<file path="src/rtl/decode_pipe.sv">
// rtl/decode_pipe.sv - instruction decode stage: register file, load-use stall, ID/EX register, halt FSM
module decode_pipe #(
    parameter int LEN          = 32,
    parameter int NREG         = 32,
    parameter int CTRL_W       = 22,
    parameter int MEM_READ_BIT = 3,
    localparam int NB          = $clog2(NREG)
) (
    input  logic              clk,
    input  logic              reset,
    input  logic              in_valid,
    output logic              in_ready,
    input  logic [LEN-1:0]    in_pc,
    input  logic [LEN-1:0]    in_instruccion,
    input  logic [CTRL_W-1:0] in_ctrl,
    input  logic              in_halt,
    input  logic              flush,
    input  logic              RegWrite,
    input  logic [NB-1:0]     write_register,
    input  logic [LEN-1:0]    write_data,
    output logic              out_valid,
    input  logic              out_ready,
    output logic [LEN-1:0]    out_pc,
    output logic [LEN-1:0]    out_reg1,
    output logic [LEN-1:0]    out_reg2,
    output logic [LEN-1:0]    out_sign_extend,
    output logic [NB-1:0]     out_rs,
    output logic [NB-1:0]     out_rt,
    output logic [NB-1:0]     out_rd,
    output logic [CTRL_W-1:0] out_ctrl,
    output logic              stall_flag,
    output logic              out_halt
);

    typedef enum logic {
        RUN    = 1'b0,
        HALTED = 1'b1
    } state_t;

    state_t             state_q, state_d;
    logic [LEN-1:0]     regs_q [NREG];

    logic               valid_q, valid_d;
    logic [LEN-1:0]     pc_q, pc_d;
    logic [LEN-1:0]     reg1_q, reg1_d;
    logic [LEN-1:0]     reg2_q, reg2_d;
    logic [LEN-1:0]     sext_q, sext_d;
    logic [NB-1:0]      rs_q, rs_d;
    logic [NB-1:0]      rt_q, rt_d;
    logic [NB-1:0]      rd_q, rd_d;
    logic [CTRL_W-1:0]  ctrl_q, ctrl_d;
    logic               halt_q, halt_d;

    logic [NB-1:0]      rs_f, rt_f, rd_f;
    logic [LEN-1:0]     rdata1, rdata2, sext;
    logic               hazard, load_en, accept, stall;

    assign rs_f = in_instruccion[21 +: NB];
    assign rt_f = in_instruccion[16 +: NB];
    assign rd_f = in_instruccion[11 +: NB];
    assign sext = {{(LEN-16){in_instruccion[15]}}, in_instruccion[15:0]};

    // Register 0 is hardwired to zero; a same-cycle writeback is forwarded to the read ports.
    always_comb begin
        rdata1 = regs_q[rs_f];
        if (rs_f == '0)
            rdata1 = '0;
        else if (RegWrite && (write_register == rs_f))
            rdata1 = write_data;
    end

    always_comb begin
        rdata2 = regs_q[rt_f];
        if (rt_f == '0)
            rdata2 = '0;
        else if (RegWrite && (write_register == rt_f))
            rdata2 = write_data;
    end

    always_ff @(posedge clk or negedge reset) begin
        if (!reset) begin
            for (int i = 0; i < NREG; i++)
                regs_q[i] <= '0;
        end else if (RegWrite && (write_register != '0)) begin
            regs_q[write_register] <= write_data;
        end
    end

    assign hazard   = valid_q && ctrl_q[MEM_READ_BIT] && (rt_q != '0) &&
                      ((rt_q == rs_f) || (rt_q == rt_f));
    assign load_en  = !valid_q || out_ready;
    assign in_ready = load_en && !hazard && (state_q == RUN) && !flush;
    assign accept   = in_valid && in_ready;
    assign stall    = load_en && hazard && (state_q == RUN) && !flush;

    // Flush outranks everything; otherwise the ID/EX register only moves when execute can take it.
    always_comb begin
        valid_d = valid_q;
        pc_d    = pc_q;
        reg1_d  = reg1_q;
        reg2_d  = reg2_q;
        sext_d  = sext_q;
        rs_d    = rs_q;
        rt_d    = rt_q;
        rd_d    = rd_q;
        ctrl_d  = ctrl_q;
        if (flush) begin
            valid_d = 1'b0;
            ctrl_d  = '0;
        end else if (load_en) begin
            if (accept) begin
                valid_d = 1'b1;
                pc_d    = in_pc;
                reg1_d  = rdata1;
                reg2_d  = rdata2;
                sext_d  = sext;
                rs_d    = rs_f;
                rt_d    = rt_f;
                rd_d    = rd_f;
                ctrl_d  = in_ctrl;
            end else if (stall) begin
                valid_d = 1'b0;
                ctrl_d  = '0;
            end else begin
                valid_d = 1'b0;
            end
        end
    end

    always_comb begin
        state_d = state_q;
        if ((state_q == RUN) && accept && in_halt)
            state_d = HALTED;
        halt_d = (state_q == HALTED);
    end

    always_ff @(posedge clk or negedge reset) begin
        if (!reset) begin
            state_q <= RUN;
            halt_q  <= 1'b0;
            valid_q <= 1'b0;
            pc_q    <= '0;
            reg1_q  <= '0;
            reg2_q  <= '0;
            sext_q  <= '0;
            rs_q    <= '0;
            rt_q    <= '0;
            rd_q    <= '0;
            ctrl_q  <= '0;
        end else begin
            state_q <= state_d;
            halt_q  <= halt_d;
            valid_q <= valid_d;
            pc_q    <= pc_d;
            reg1_q  <= reg1_d;
            reg2_q  <= reg2_d;
            sext_q  <= sext_d;
            rs_q    <= rs_d;
            rt_q    <= rt_d;
            rd_q    <= rd_d;
            ctrl_q  <= ctrl_d;
        end
    end

    assign out_valid       = valid_q;
    assign out_pc          = pc_q;
    assign out_reg1        = reg1_q;
    assign out_reg2        = reg2_q;
    assign out_sign_extend = sext_q;
    assign out_rs          = rs_q;
    assign out_rt          = rt_q;
    assign out_rd          = rd_q;
    assign out_ctrl        = ctrl_q;
    assign stall_flag      = stall;
    assign out_halt        = halt_q;

endmodule

</file>
<file path="config.mk">
export PLATFORM = sky130hd
export DESIGN_NAME = decode_pipe
export DESIGN_NICKNAME = d
export VERILOG_FILES = /design/src/rtl/decode_pipe.sv
export SDC_FILE = /design/constraint.sdc
export NUM_CORES = 2
export LEC_CHECK = 0
export ABC_CLOCK_PERIOD_IN_PS = 3510
export CORE_ASPECT_RATIO = 1.4
export CORE_MARGIN = 8
export CORE_UTILIZATION = 30
export CTS_BUF_LIST = sky130_fd_sc_hd__clkbuf_4 sky130_fd_sc_hd__clkbuf_8
export CTS_CLUSTER_SIZE = 24
export DETAILED_ROUTE_END_ITERATION = 10
export GPL_ROUTABILITY_DRIVEN = 0
export GPL_TIMING_DRIVEN = 0
export SYNTH_ARGS = -nofsm -noshare
export SYNTH_HDL_FRONTEND = slang
export SYNTH_SLANG_ARGS = --single-unit
</file>
<file path="constraint.sdc">
create_clock -name clk -period 3.51 [get_ports clk]
set_clock_uncertainty 0.15 [all_clocks]
set_input_delay 0.351 -clock clk [delete_from_list [all_inputs] [get_ports clk]]
set_output_delay 0.351 -clock clk [all_outputs]
set_load 0.02 [all_outputs]
</file>
**Clock routing**

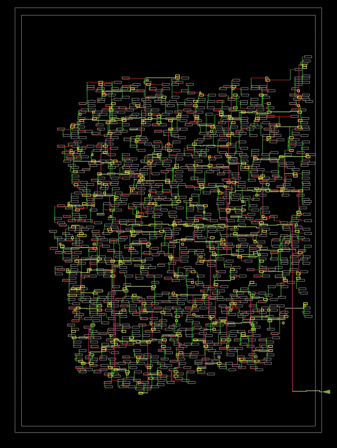
flop count: 1171
TritonCTS Sinks: 1171
P_clk: 13500 uW
Num CTS Buffers: 193

**The metal 4 layer**

Bar = 100 microns. Cells faint in the background.
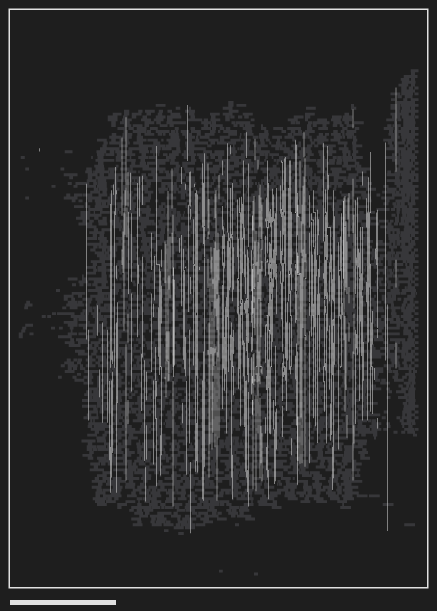
share of all routed wire: 9.8%
nets with wire on the layer: 276
wire length on this layer: 25.2 mm
final WL: 257 mm
vias: 43700

**Wiring by layer**

Only two layers are drawn.
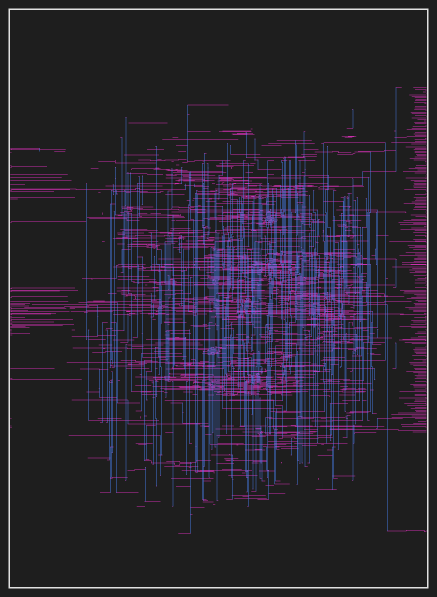
[M4] blue | wire length: 25.2 mm
[M3] magenta | wire length: 27.6 mm
GRT Total Usage: 23.4%
WL per Instance: 34.9 microns

**Metal 2**

Cells faint in the background.
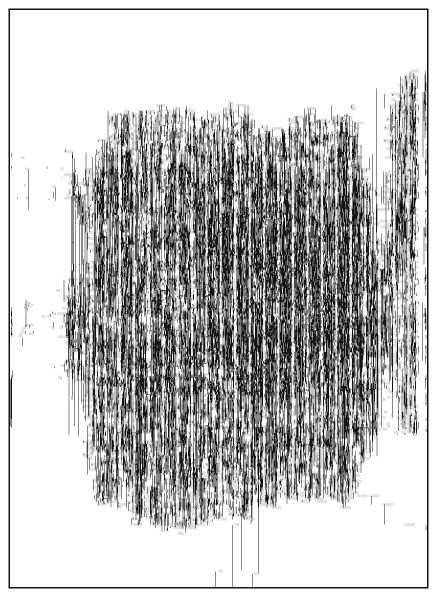
longest straight run: 185 microns
share of all routed wire: 44%
nets with wire on the layer: 4458
wire length on this layer: 113 mm
grt met2 use: 35.3%

==> out/metrics.cfg <==
[synth]
synth.distinct_cells=47
most_common_cell=dfrtp_1
topCellsByArea=dfrtp_1 (49%), mux2_2 (20%), mux4_2 (15%), mux2i_1 (4.2%), clkbuf_1 (1.8%)
synth_seq_share_pct=49.3
syn_inst=3989

[cts]
cts_tree=done
postCtsHoldBufs=81
path_clk_slew_ns=0.06
post_cts_buffers=0

[job]
cap_viol_max_count=3

[cells_and_area]
finalNonFillerCells=7368
fin_area_sq_um=71300
comb_area_sq_um=28100
areaGrowthSynthToFinish_pct=20.1
drive_above_1_share_pct=42.8
regArea_sq_um=29300

[global_route]
antenna_found_initial=11

[timing]
final.setup.worst_slack_ns=-0.391
finalSetupViolCount=37
worst_hold_slack_ns=-0.367
timing.slew.headroom_pct=-2.42
hold_violations=314
fmax_mhz=256
drv_slew=12

[outcome]
status=complete, but fails checks
violations=negative hold slack, max-capacitance violations, max-slew violations, negative setup slack

[power_and_ir_drop]
power_density_nw_per_um2=612
p_leak_uw=0.0301

[detailed_routing]
firstDrtPassIters=6

[die]
ios=299

[worst_hold_path]
min_path_type=in -> async

[per-stage QoR]
step	util (%)	TNS [ns]	power [uW]	setup WS, ns
floorplan	-	0	24900	0.919
global placement	33.2	-	29700	-51.92
global route	36.2	-0.121	45200	-0.0271
detailed placement	33.4	-159.35	30100	-2.07
CTS	36.1	0	43600	0.000489
finish	36.2	-5.56	43700	-0.391
[cell usage in the layout (no fill, tap or decap), drive strengths merged, types with 5 or more instances in the layout]
cell type	instances
a22o	85
clkdlybuf4s18	5
nor3b	6
o22ai	63
xnor2	12
xor2	8
o21ai	5
a211oi	132
nand2	26
a21oi	30
a221o	64
a22oi	63
mux4	387
diode	7
dlygate4sd3	75
buf	208
clkinv	21
mux2	1048
mux2i	252
o221ai	64
a2111oi	28
nor2	24
clkdlybuf4s15	7
clkbuf	604
dfrtp	1171
inv	16
clkdlybuf4s50	278
[per-layer routing]
| layer | up-vias | track usage (%) | part of all wire [%] |
|---|---|---|---|
| met5 | - | 0.432 | 0.019 |
| met4 | 8 | 18.6 | 9.8 |
| met3 | 946 | 7.90 | 11 |
| met2 | 2830 | 35.3 | 44 |
| met1 | 23200 | 27.1 | 36 |
| li1 | 16800 | - | - |
[cell type report]
| type | instances | area share [%] |
|---|---|---|
| Sequential cell | 1171 | 41.1 |
| Multi-Input combinational cell | 2337 | 39.4 |
| Timing Repair Buffer | 387 | 5.73 |
| Clock buffer | 315 | 5.50 |
| Tap cell | 2632 | 4.62 |
| Buffer | 475 | 3.14 |
| Clock inverter | 40 | 0.524 |
| Antenna cell | 7 | 0.0246 |
| Inverter | 4 | 0.0210 |
[path summary, 6_finish.rpt]
kind                                    start           end  slack, ns  cells after the start
setup reg to reg                    out_rt[0]  out_reg1[29]      -0.02                      6
hold / removal                          reset   regs_q[213]      -0.37                      6
max in group asynchronous               reset   regs_q[686]       0.63                      9
min in group clk                   in_ctrl[7]   out_ctrl[7]       0.06                      2
hold reg to reg                        halt_d      out_halt       0.32                      0
setup / recovery           in_instruccion[20]  out_reg2[20]      -0.39                      7
[critical path, cell delays in order]
cell	delay, ns
clkdlybuf4s50_1	0.72
clkdlybuf4s15_1	0.95
buf_1	0.83
o221ai_1	0.32
a211oi_1	0.99
a211oi_1	0.10
a221o_1	0.30
[power by group]
group	total [uW]	switching [uW]	internal, uW
registers	18700	2310	16400
clock network	13500	6100	7390
logic	11500	5450	6010
[sequential cells by signal, summed over array words and instances (netlist names)]
register and count:
out_rs 5, out_ctrl 22, regs_q 1024, out_halt 1, out_rt 5, out_pc 32, out_sign_extend 16, out_reg1 32
halt_d 1, out_reg2 32, out_valid 1
[cells by family after synthesis]
family	synth area share [%]
mux	38.8
flops	49.3
compound gates	7.23
buf+inv	3.62
simple gates	0.766
xor+xnor	0.295
[repair_timing]
| item | in CTS | in global routing |
|---|---|---|
| resized | 60 | 36 |
| gates cloned | 0 | 0 |
| endpoints found under the hold margin | 476 | 314 |
| setup endpoints to repair | 63 | 27 |
| pin swaps | 0 | 0 |
No activity file was given, so power comes from the tool's default toggle rates.
